### config.mk
export PLATFORM = sky130hd
export DESIGN_NAME = flopwb
export DESIGN_NICKNAME = d
export VERILOG_FILES = /design/src/rtl/flopwb.sv
export SDC_FILE = /design/constraint.sdc
export NUM_CORES = 1
export LEC_CHECK = 0
export CELL_PAD_IN_SITES_DETAIL_PLACEMENT = 1
export CELL_PAD_IN_SITES_GLOBAL_PLACEMENT = 2
export CORE_ASPECT_RATIO = 0.75
export CORE_MARGIN = 2
export CORE_UTILIZATION = 23
export CTS_CLUSTER_DIAMETER = 100
export DETAILED_ROUTE_END_ITERATION = 8
export PLACE_DENSITY_LB_ADDON = 0.3
export SLEW_MARGIN = 20
export SYNTH_ARGS = -nofsm -noshare
export SYNTH_HDL_FRONTEND = slang
export SYNTH_SLANG_ARGS = --single-unit
### constraint.sdc
create_clock -name clk -period 0.9 [get_ports clk]
set_input_delay 0.18 -clock clk [delete_from_list [all_inputs] [get_ports clk]]
set_output_delay 0.18 -clock clk [all_outputs]
set_load 0.03 [all_outputs]
### src/rtl/flopwb.sv
// ---------------------------------------------------------------------------
// flopwb : MEM/WB pipeline register of the 32-bit core.
//
// Captures the memory-stage control bits, destination register index, ALU
// result and load data on every rising clock edge, and presents them to the
// writeback stage one cycle later. A synchronous flush injects a bubble
// (all fields zero, so RegWriteW=0 and PCSrcW=0 give no architectural effect).
//
// Optional feature macro: FLOPWB_STALL_EN
//   defined   -> extra input 'stall' (after flush); when stall=1 and flush=0
//                every output holds its current value.
//   undefined -> no stall port; the register captures every cycle.
//
// Ports:
//   clk        rising-edge clock
//   reset      asynchronous reset, active-low (0 clears every output)
//   prsrc      PC-source control from MEM          -> PCSrcW
//   regwrite   register-write enable from MEM      -> RegWriteW
//   memtoreg   writeback-mux select from MEM       -> MemtoRegW
//   wa3m       destination register index from MEM -> WA3W
//   Aludata    ALU result from MEM (WIDTH bits)    -> ALUOutW
//   readData   data-memory read value (WIDTH bits) -> ReadDataW
//   flush      synchronous bubble insert, active-high
//   stall      hold current contents, active-high (FLOPWB_STALL_EN only)
//
// Priority: reset > flush > stall > capture. Fields pass bit-exact; X on an
// input is captured as-is rather than masked.
// ---------------------------------------------------------------------------
module flopwb #(
    parameter int WIDTH = 32
) (
    input  logic             clk,
    input  logic             reset,
    input  logic             prsrc,
    input  logic             regwrite,
    input  logic             memtoreg,
    input  logic [3:0]       wa3m,
    input  logic [WIDTH-1:0] Aludata,
    input  logic [WIDTH-1:0] readData,
    output logic [WIDTH-1:0] ReadDataW,
    output logic [WIDTH-1:0] ALUOutW,
    output logic             PCSrcW,
    output logic             RegWriteW,
    output logic             MemtoRegW,
    output logic [3:0]       WA3W,
    input  logic             flush
`ifdef FLOPWB_STALL_EN
    ,
    input  logic             stall
`endif
);

    logic             hold_s;
    logic [WIDTH-1:0] read_data_s;
    logic [WIDTH-1:0] alu_out_s;
    logic             pc_src_s;
    logic             reg_write_s;
    logic             mem_to_reg_s;
    logic [3:0]       wa3_s;

`ifdef FLOPWB_STALL_EN
    assign hold_s = stall;
`else
    assign hold_s = 1'b0;
`endif

    // Next-state selection: flush bubble beats stall hold, which beats capture.
    always_comb begin
        read_data_s  = readData;
        alu_out_s    = Aludata;
        pc_src_s     = prsrc;
        reg_write_s  = regwrite;
        mem_to_reg_s = memtoreg;
        wa3_s        = wa3m;
        if (flush) begin
            read_data_s  = {WIDTH{1'b0}};
            alu_out_s    = {WIDTH{1'b0}};
            pc_src_s     = 1'b0;
            reg_write_s  = 1'b0;
            mem_to_reg_s = 1'b0;
            wa3_s        = 4'h0;
        end else if (hold_s) begin
            read_data_s  = ReadDataW;
            alu_out_s    = ALUOutW;
            pc_src_s     = PCSrcW;
            reg_write_s  = RegWriteW;
            mem_to_reg_s = MemtoRegW;
            wa3_s        = WA3W;
        end else begin
            read_data_s  = readData;
            alu_out_s    = Aludata;
            pc_src_s     = prsrc;
            reg_write_s  = regwrite;
            mem_to_reg_s = memtoreg;
            wa3_s        = wa3m;
        end
    end

    // Pipeline register; outputs come straight from these flops.
    always_ff @(posedge clk or negedge reset) begin
        if (!reset) begin
            ReadDataW <= {WIDTH{1'b0}};
            ALUOutW   <= {WIDTH{1'b0}};
            PCSrcW    <= 1'b0;
            RegWriteW <= 1'b0;
            MemtoRegW <= 1'b0;
            WA3W      <= 4'h0;
        end else begin
            ReadDataW <= read_data_s;
            ALUOutW   <= alu_out_s;
            PCSrcW    <= pc_src_s;
            RegWriteW <= reg_write_s;
            MemtoRegW <= mem_to_reg_s;
            WA3W      <= wa3_s;
        end
    end

endmodule

==> impl_metrics.py, run 1 <==
# Generated from Yosys and OpenROAD reports
metrics = {
    "worst_setup_path": {
        "slowest_stage": "dfrtp_1",
        "critPathTopFamily": "flip-flops",
        "critPathKind": "register to output pin",
        "cp.required_ps": 720,
    },
    "pwr": {
        "leakage_nw": 1.97,
        "p_per_area_mw_per_mm2": 1900,
        "ir_drop_uv": 994,
    },
    "sta": {
        "tightestPinTransition_ps": 246,
        "grt_setup_unrepaired": "true",
        "finalMaxSlewViolations": 0,
        "setup_viol": 71,
        "fin_ws_ps": -126,
        "finalClockPeriodUsage_pct": 114,
    },
    "route": {
        "final_antenna_net_count": 0,
        "vias_per_cell": 3.76,
        "met2_wirelength_um": 2850,
        "dr.pass1.iters": 4,
        "drt-total-wl_um": 6140,
        "dr_wl_met3_um": 714,
    },
    "finish": {
        "syn_to_final_growth_pct": 89.7,
        "layoutNonFillerInstCount": 437,
    },
    "die": {
        "fp_util_pct": 23.5,
        "fp.coreArea_mm2": 0.00958,
        "num_rows": 31,
        "die-width_um": 118,
    },
    "yosys": {
        "aoi_share_pct": 0,
        "postSynthAreaPerCell_um2": 15.1,
        "synth-async-reset-ratio_pct": 100,
        "netlist_area_mm2": 0.00226,
        "synth-seq-cells": 71,
        "ys_area_mm2": 0.00226,
        "ys_seq_share_pct": 78.8,
    },
    "grt": {
        "antenna_found_initial": 0,
        "grt_usage_pct": 12.7,
        "grt_pass1_wl_um": 10100,
    },
    "min_path": {
        "hp-class": "input port to register",
    },
    "outcome": {
        "violations": "negative setup slack",
        "status": "finished with violations",
    },
    "flow_run": {
        "warning_count": 28,
    },
    "clocking": {
        "cts_buffer_depth": 2,
        "cts_sinks": 71,
        "htreeDepth": 3,
        "clk_pin_slew_ps": 50,
    },
    "placement": {
        "portBuffers": 144,
    },
}
==> run 1: registers in the layout, summed over array words and instances, names as in the netlist <==
| register | count |
|---|---|
| WA3W | 4 |
| RegWriteW | 1 |
| ALUOutW | 32 |
| PCSrcW | 1 |
| MemtoRegW | 1 |
| ReadDataW | 32 |
==> run 1: through the flow <==
stage	power [W]	utilization (%)	instance area (um^2)
4_1_cts	0.00827	44.7	4280
5_1_grt	0.00850	44.7	4280
3_5_place_dp	0.00467	38.9	3720
3_3_place_gp	0.00465	38.9	3720
6_report	0.00812	44.7	4280
2_1_floorplan	0.00394	-	2260
==> run 1: cell usage in the layout (no fill, tap or decap), drive strengths merged <==
cell           instances
buf                   77
nor2b                 71
clkbuf                13
dlygate4sd3            1
dfrtp                 71
clkdlybuf4s50         71
bufinv                 1
==> run 1: logic make-up (layout without fill, tap and decap cells) <==
family | after synthesis | count (layout)
buf+inv | 7 | 163
flops | 71 | 71
simple gates | 71 | 71
==> run 1: report_power, final <==
part | total, W | internal, W | leakage [nW] | switching (W)
combinational | 0.00129 | 0.000690 | 0.916 | 0.000598
sequential | 0.00344 | 0.00336 | 0.915 | 0.0000783
clock | 0.00339 | 0.00219 | 0.136 | 0.00120
total | 0.00812 | 0.00624 | 1.97 | 0.00188
==> run 1: layer usage <==
| metal | GRT usage [%] | vias up |
|---|---|---|
| li1 | - | 750 |
| met1 | 14.9 | 800 |
| met5 | 0 | - |
| met4 | 5.62 | 0 |
| met3 | 7.99 | 12 |
| met2 | 18.4 | 79 |
==> run 1: layout make-up <==
class | instances | area [um^2]
Clock buffer | 13 | 250
Timing Repair Buffer | 149 | 1610
Multi-Input combinational cell | 71 | 444
Clock inverter | 1 | 30.0
Sequential cell | 71 | 1780
Fill cell | 1011 | 5300
Tap cell | 132 | 165
==> run 1: repair_timing <==
action                                 CTS  global route
endpoints found under the hold margin   71             0
hold buffers                             1             0
buffers inserted                         0             0
resized                                 71             0
pin swaps                                0             0
setup endpoints to repair               71            71
==> run 1: worst paths after layout <==
| kind | cells after the start | slack [ps] | start | to |
|---|---|---|---|---|
| worst max-delay path | 1 | -130 | ALUOutW[24] | ALUOutW[24] |
| worst min-delay path | 3 | 290 | flush | MemtoRegW |
| max in group asynchronous | 3 | 280 | reset | ALUOutW[24] |
| min in group asynchronous | 3 | 370 | reset | PCSrcW |
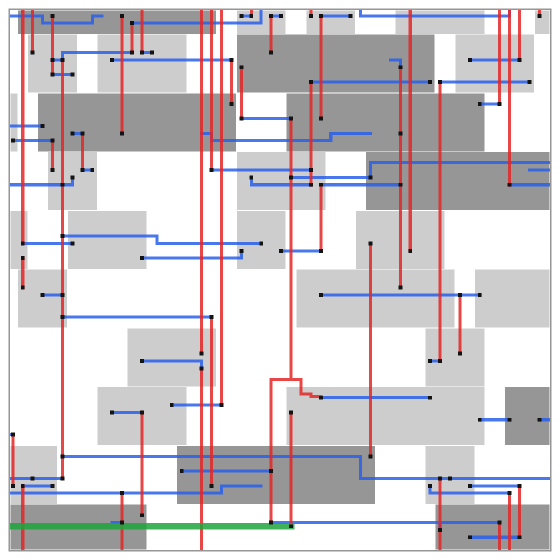
Fig. 1. Close-up of the layout (run 1).
Region (76, 55) to (101, 80) um. Cells in gray, sequential cells in the stronger gray; small squares are vias.
Key: M1 = blue; M3 = green; M2 = red
Most frequent: dfrtp_1 (7), nor2b_1 (6), buf_6 (5). Netlist names of flops here include ReadDataW (3), WA3W (2). Sequential cells in the window: 7. 23 logic cells have their middle in the window.

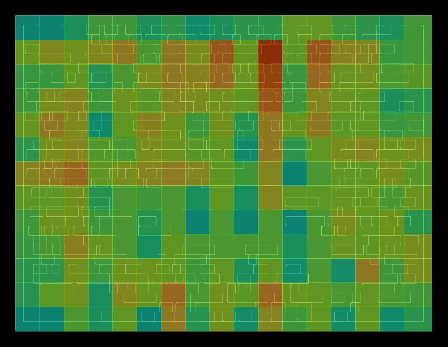
Fig. 2. Track usage over the die (run 1).
wire per inst: 14.0 um
most used routing layer: met2
Finished Core Util: 44.7%

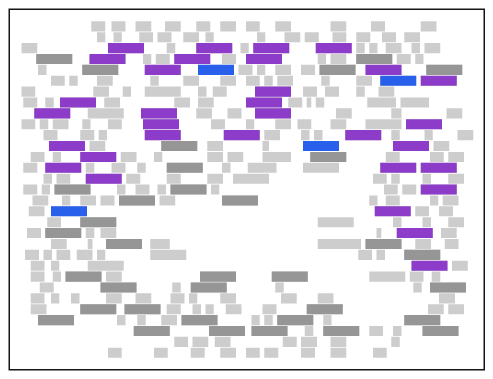
Fig. 3. Sequential cells colored by netlist name (run 1).
(4 px per um) Other sequential cells in the stronger gray, the rest of the logic in the fainter gray.
Key: WA3W = blue [flops 4]; ReadDataW = purple [flops 32]

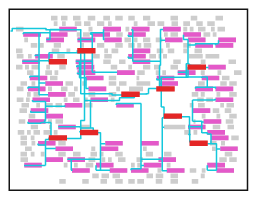
Fig. 4. Clock network drawn from the DEF (run 1).
(2 px per um)
Key: clock wires = cyan [length 986 um]; flip-flops = magenta [count 71]; clock-net drivers = red [count 9]
There are 10 routed clock nets. Position of the flops: widely spread.

Fig. 5: run 1, metal 1
(2 px per um)
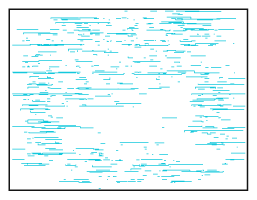

--- run 2 (diff from run 1) ---
GPL_TIMING_DRIVEN = 0   (was not set)
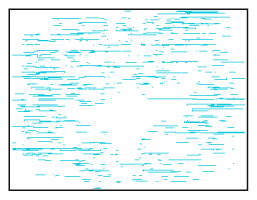
Fig. 6. Metal 1 (run 2).
(2 px per um)
323 nets have wire on it. The wires run mostly horizontal.

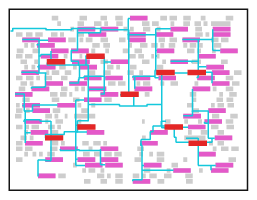
Fig. 7. Clock network drawn from the DEF (run 2).
(2 px per um)
Clock Power: 0.00378 W
Clk pwr share: 44.5%

==> run 2 against run 1 <==
Against the previous run: the run ends with negative hold slack, negative setup slack left; largest cell class unchanged; die area stayed put; area after synthesis stayed put; non-clock buffer count is 3 higher; largest power group is now clock; worst setup slack worse by 9.4 ps; flip-flop count stayed put; sequential power hardly changed; core utilization is 0.22 points higher.
==> impl_metrics.py, run 2 <==
# Generated from Yosys and OpenROAD reports
metrics = {
    "outcome": {
        "status": "finished with violations",
        "violations": "negative hold slack, negative setup slack",
    },
    "grt": {
        "grt_max_degree": 46,
        "grt_pass1_wl_um": 10500,
        "use_met1_pct": 14.5,
        "grt_use_met2_pct": 21.4,
        "antenna_found_initial": 0,
        "grt.busiest_layer": "met2",
        "grt_util_met3_pct": 7.36,
        "grt_overflow": 0,
        "grt_usage_pct": 13.2,
        "grt_pass1_vias": 1910,
    },
    "min_path": {
        "hp-class": "input port to asynchronous set/reset pin",
    },
    "yosys": {
        "synth.area.top_cells": "dfrtp_1 79%, nor2b_1 20%, buf_2 1.6%",
        "yosysUniqueCellTypes": 3,
        "synth_area_leader_cell": "dfrtp_1",
        "ys_cells": 149,
        "synth-async-reset-ratio_pct": 100,
        "postSynthAreaPerCell_um2": 15.1,
        "synth-seq-cells": 71,
        "ys_seq_share_pct": 78.8,
        "synth.net_count": 223,
        "ys.flop_type": "dfrtp_1",
        "netlist_area_mm2": 0.00226,
        "edf_count": 0,
        "ys_area_mm2": 0.00226,
        "yosys_warnings": 0,
    },
    "sta": {
        "hold_viol": 26,
        "max_freq_mhz": 966,
        "fin_ws_ps": -135,
        "finalMaxSlewViolations": 0,
        "grt_setup_unrepaired": "true",
        "finalClockPeriodUsage_pct": 115,
        "fin_hold_ws_ps": -224,
        "maxSlewHeadroom_pct": 74.8,
        "setup_tns_ps": -8100,
        "setup_viol": 71,
        "tightestPinTransition_ps": 378,
    },
    "worst_setup_path": {
        "critPathArrivalTime_ps": 860,
        "cp.required_ps": 720,
        "crit_fanout": 1,
        "slowest_stage": "dfrtp_1",
        "critPathTopFamily": "flip-flops",
        "critPathBufInv": 1,
        "cp-start-kind": "register",
        "worstPathCellList": "buf_6",
        "critPathKind": "register to output pin",
        "max_stage_delay_ps": 390,
    },
    "route": {
        "dr.pass1.iters": 4,
        "num_vias": 1654,
        "vias_per_cell": 3.74,
        "final_antenna_net_count": 0,
        "drt_iter0_drc": 15,
        "drt-total-wl_um": 6350,
        "drc": 0,
        "wl_per_cell_um": 14.4,
    },
    "flow_run": {
        "maxCapViolCount": 0,
        "warning_count": 30,
    },
    "clocking": {
        "post-cts-setup-buffers": 0,
        "cts-buffers-inserted": 9,
        "cts_buffer_depth": 2,
        "cts_sinks": 71,
        "cts_tree": "yes",
        "htreeDepth": 3,
        "clk_pin_slew_ps": 50,
        "cts_root_buf": "clkbuf_16",
    },
    "die": {
        "fp_util_pct": 23.5,
        "die_height_um": 89.8,
        "fp.coreArea_mm2": 0.00958,
        "io_pins": 145,
        "num_rows": 31,
        "die-width_um": 118,
    },
    "placement": {
        "place_congestion": 0.678,
        "dpl-instance-area_mm2": 0.00389,
        "portBuffers": 144,
    },
    "pwr": {
        "ir_drop_uv": 956,
        "leakage_nw": 1.99,
        "p_per_area_mw_per_mm2": 1970,
    },
    "finish": {
        "reg.largest.list": "ALUOutW x32, ReadDataW x32, WA3W x4",
        "final_cell_area_mm2": 0.00430,
        "most-common-layout-cells": "71 x dfrtp_1, 71 x nor2b_1, 71 x clkdlybuf4s50_1, 71 x buf_6, 9 x clkbuf_16",
        "fin_util_pct": 44.9,
        "syn_to_final_growth_pct": 90.6,
        "layout.nets": 379,
        "layout-drive-gt1-share_pct": 31.0,
        "diodes": 0,
    },
}
-- run 2: area by class of cell --
cell class / count / area, um^2
sequential: 71 / 1780
clock buffer: 10 / 239
fill: 1010 / 5280
clock inverter: 6 / 83.8
tap: 132 / 165
timing repair buffer: 145 / 1550
buffer: 7 / 37.5
multi-input combinational: 71 / 444
-- run 2: cells by family (layout without fill, tap and decap cells) --
family	after synthesis	in the layout	share of synthesized area, %
buf+inv	7	168	1.55
flops	71	71	78.8
simple gates	71	71	19.7
-- run 2: where the power goes --
group / internal [W] / switching (W) / total [W]
clock network: 0.00249 / 0.00129 / 0.00378
logic: 0.000677 / 0.000599 / 0.00128
registers: 0.00336 / 0.0000763 / 0.00343
-- run 2: how the worst max path moves through the flow --
| stage | from | to | cells past startpoint |
|---|---|---|---|
| floorplan | ALUOutW[0] | ALUOutW[0] | 0 |
| global placement | reset | ALUOutW[24] | 1 |
| detailed placement | flush | ALUOutW[10] | 3 |
| CTS | ReadDataW[19] | ReadDataW[19] | 1 |
| global route | ReadDataW[12] | ReadDataW[12] | 1 |
| finish | ReadDataW[7] | ReadDataW[7] | 1 |
-- run 2: routing by layer --
metal  up-vias  wire (um)
met5         -          0
met3         8        630
met1       812       2440
met2        74       3200
met4         0         87
li1        760          -
-- run 2: what timing repair did --
action	CTS	global route
setup endpoints to repair	141	71
hold endpoints to repair	26	26
gates resized	499	0
-- run 2: stage by stage --
stage | total power [W] | hold slack [ps] | cells | worst slack, ps
finish | 0.00849 | -224 | 442 | -135
global placement | 0.00469 | 735 | 425 | -2860
CTS | 0.00866 | -219 | 442 | -155
detailed placement | 0.00472 | 136 | 426 | -485
global route | 0.00884 | -211 | 442 | -177
floorplan | 0.00394 | -116 | 149 | 253
Fig. 8: run 2, track usage over the die
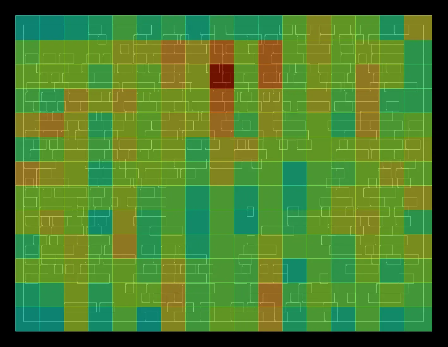

--- run 3 (diff from run 2) ---
CELL_PAD_IN_SITES_DETAIL_PLACEMENT = 0   (was 1)
CELL_PAD_IN_SITES_GLOBAL_PLACEMENT = 1   (was 2)
CORE_ASPECT_RATIO = 1.4   (was 0.75)
CORE_UTILIZATION = 29   (was 23)
PLACE_DENSITY_LB_ADDON = 0.1   (was 0.3)
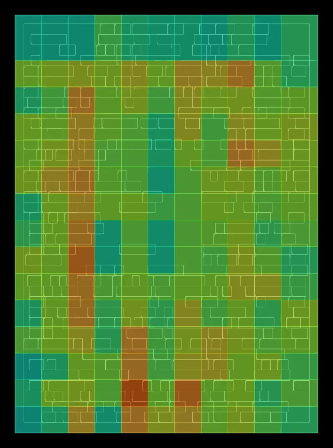
Fig. 9. Track usage over the die (run 3).
routing usage on met1: 13.8%
GR Util All Layers: 13.6%

==> run 3 against run 2 <==
Against the previous run: the flow still finishes with violations (negative hold slack, negative setup slack); synthesized cell count stayed put; sequential share of layout area is 2.1 points higher; routed wire length is 15% lower; critical path depth stayed put; critical endpoint is now ReadDataW[29]; highest routed layer unchanged.
==> impl_metrics.py, run 3 <==
# Generated from Yosys and OpenROAD reports
metrics = {
    "outcome": {
        "status": "finished with violations",
        "violations": "negative hold slack, negative setup slack",
    },
    "placement": {
        "portBuffers": 144,
        "dpl-instance-area_mm2": 0.00384,
        "place_congestion": 0.693,
    },
    "yosys": {
        "yosysUniqueCellTypes": 3,
        "ys_cells": 149,
        "yosys_warnings": 0,
        "ys_seq_share_pct": 78.8,
        "netlist_area_mm2": 0.00226,
        "synth.net_count": 223,
    },
    "grt": {
        "antenna_found_initial": 0,
        "grt_pass1_wl_um": 8360,
        "grt_pass1_vias": 1658,
    },
    "worst_setup_path": {
        "crit_fanout": 1,
        "critPathArrivalTime_ps": 870,
        "worstPathCellList": "buf_6",
        "path_depth": 1,
        "critPathBufInv": 1,
        "critPathKind": "register to output pin",
    },
    "sta": {
        "hold_viol": 36,
        "grt_setup_unrepaired": "true",
        "fin_hold_ws_ps": -215,
        "maxSlewHeadroom_pct": 67.6,
        "tightestPinTransition_ps": 485,
        "setup_viol": 71,
        "fin_ws_ps": -152,
    },
    "route": {
        "drt_iter0_drc": 26,
        "final_antenna_net_count": 0,
        "dr.pass1.iters": 2,
    },
    "finish": {
        "final_cell_area_mm2": 0.00409,
        "layout.nets": 379,
        "most-common-layout-cells": "71 x dfrtp_1, 71 x nor2b_1, 71 x clkdlybuf4s50_1, 71 x buf_6, 11 x clkbuf_8",
        "diodes": 0,
    },
    "clocking": {
        "cts_sinks": 71,
        "post-cts-setup-buffers": 0,
        "clk_pin_slew_ps": 70,
        "cts_buffer_depth": 2,
    },
    "pwr": {
        "p_per_area_mw_per_mm2": 1680,
        "power_w": 0.00687,
    },
    "min_path": {
        "hp-class": "input port to asynchronous set/reset pin",
    },
    "die": {
        "num_rows": 38,
    },
    "flow_run": {
        "maxCapViolCount": 0,
    },
}
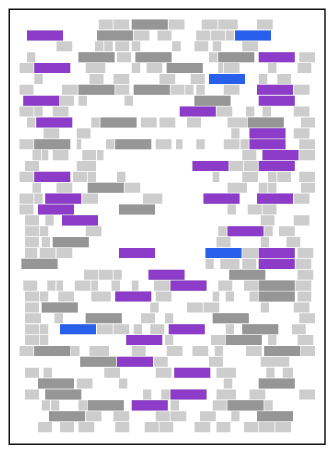
Fig. 10. Sequential cells colored by netlist name (run 3).
(4 px per um) Other sequential cells in the stronger gray, the rest of the logic in the fainter gray.
Seq/total area: 43.4%
Finished Core Util: 53.4%
Seq power: 0.00343 W
Register Area: 0.00178 mm^2

==> run 3: cell counts after synthesis <==
Identical to the previous run, type by type.
==> run 3: per-stage QoR <==
stage	TNS, ps	worst slack (ps)	hold slack, ps
global route	-11880	-188	-187
detailed placement	-50600	-476	187
floorplan	0	253	-116
global placement	-248160	-2800	734
CTS	-11540	-181	-204
finish	-9350	-152	-215
==> run 3: cells by family (layout without fill, tap and decap cells) <==
family / count (synthesis) / after routing / share of synthesized area, %
DFF: 71 / 71 / 78.8
and+or+nand+nor: 71 / 71 / 19.7
buffers and inverters: 7 / 166 / 1.55
==> run 3: worst paths after layout <==
| check | start | end | slack [ps] |
|---|---|---|---|
| setup / recovery | ReadDataW[29] | ReadDataW[29] | -150 |
| hold / removal | reset | ALUOutW[4] | -220 |
| max in group asynchronous | reset | ALUOutW[31] | 570 |
| min in group clk | flush | WA3W[1] | 370 |
==> run 3: layout make-up <==
class	instances	area, um^2	area share, %
Multi-Input combinational cell	71	444	10.9
Buffer	7	35.0	0.856
Clock buffer	13	159	3.88
Timing Repair Buffer	145	1550	37.8
Clock inverter	1	5.00	0.122
Tap cell	100	125	3.06
Sequential cell	71	1780	43.4
==> run 3: power breakdown <==
group / internal (W) / switching [W] / leakage (nW) / total (W)
Sequential: 0.00335 / 0.0000727 / 0.915 / 0.00343
Combinational: 0.000672 / 0.000585 / 0.913 / 0.00126
Clock: 0.00112 / 0.00107 / 0.0854 / 0.00219
Total: 0.00514 / 0.00173 / 1.91 / 0.00687
==> run 3: timing repair <==
item	in CTS	in global routing
endpoints found under the hold margin	36	36
cloned	0	0
setup endpoints to repair	141	71
resized	498	0
==> run 3: routing by layer <==
metal	wire, um	part of all wire, %	track usage (%)	vias to the layer above
li1	-	-	-	753
met1	1830	34	13.8	755
met2	2810	52	22.2	92
met3	554	10	5.34	12
met4	175	3.3	10.2	0
met5	0	0	0	-
Power is estimated from default activity; no workload was simulated.
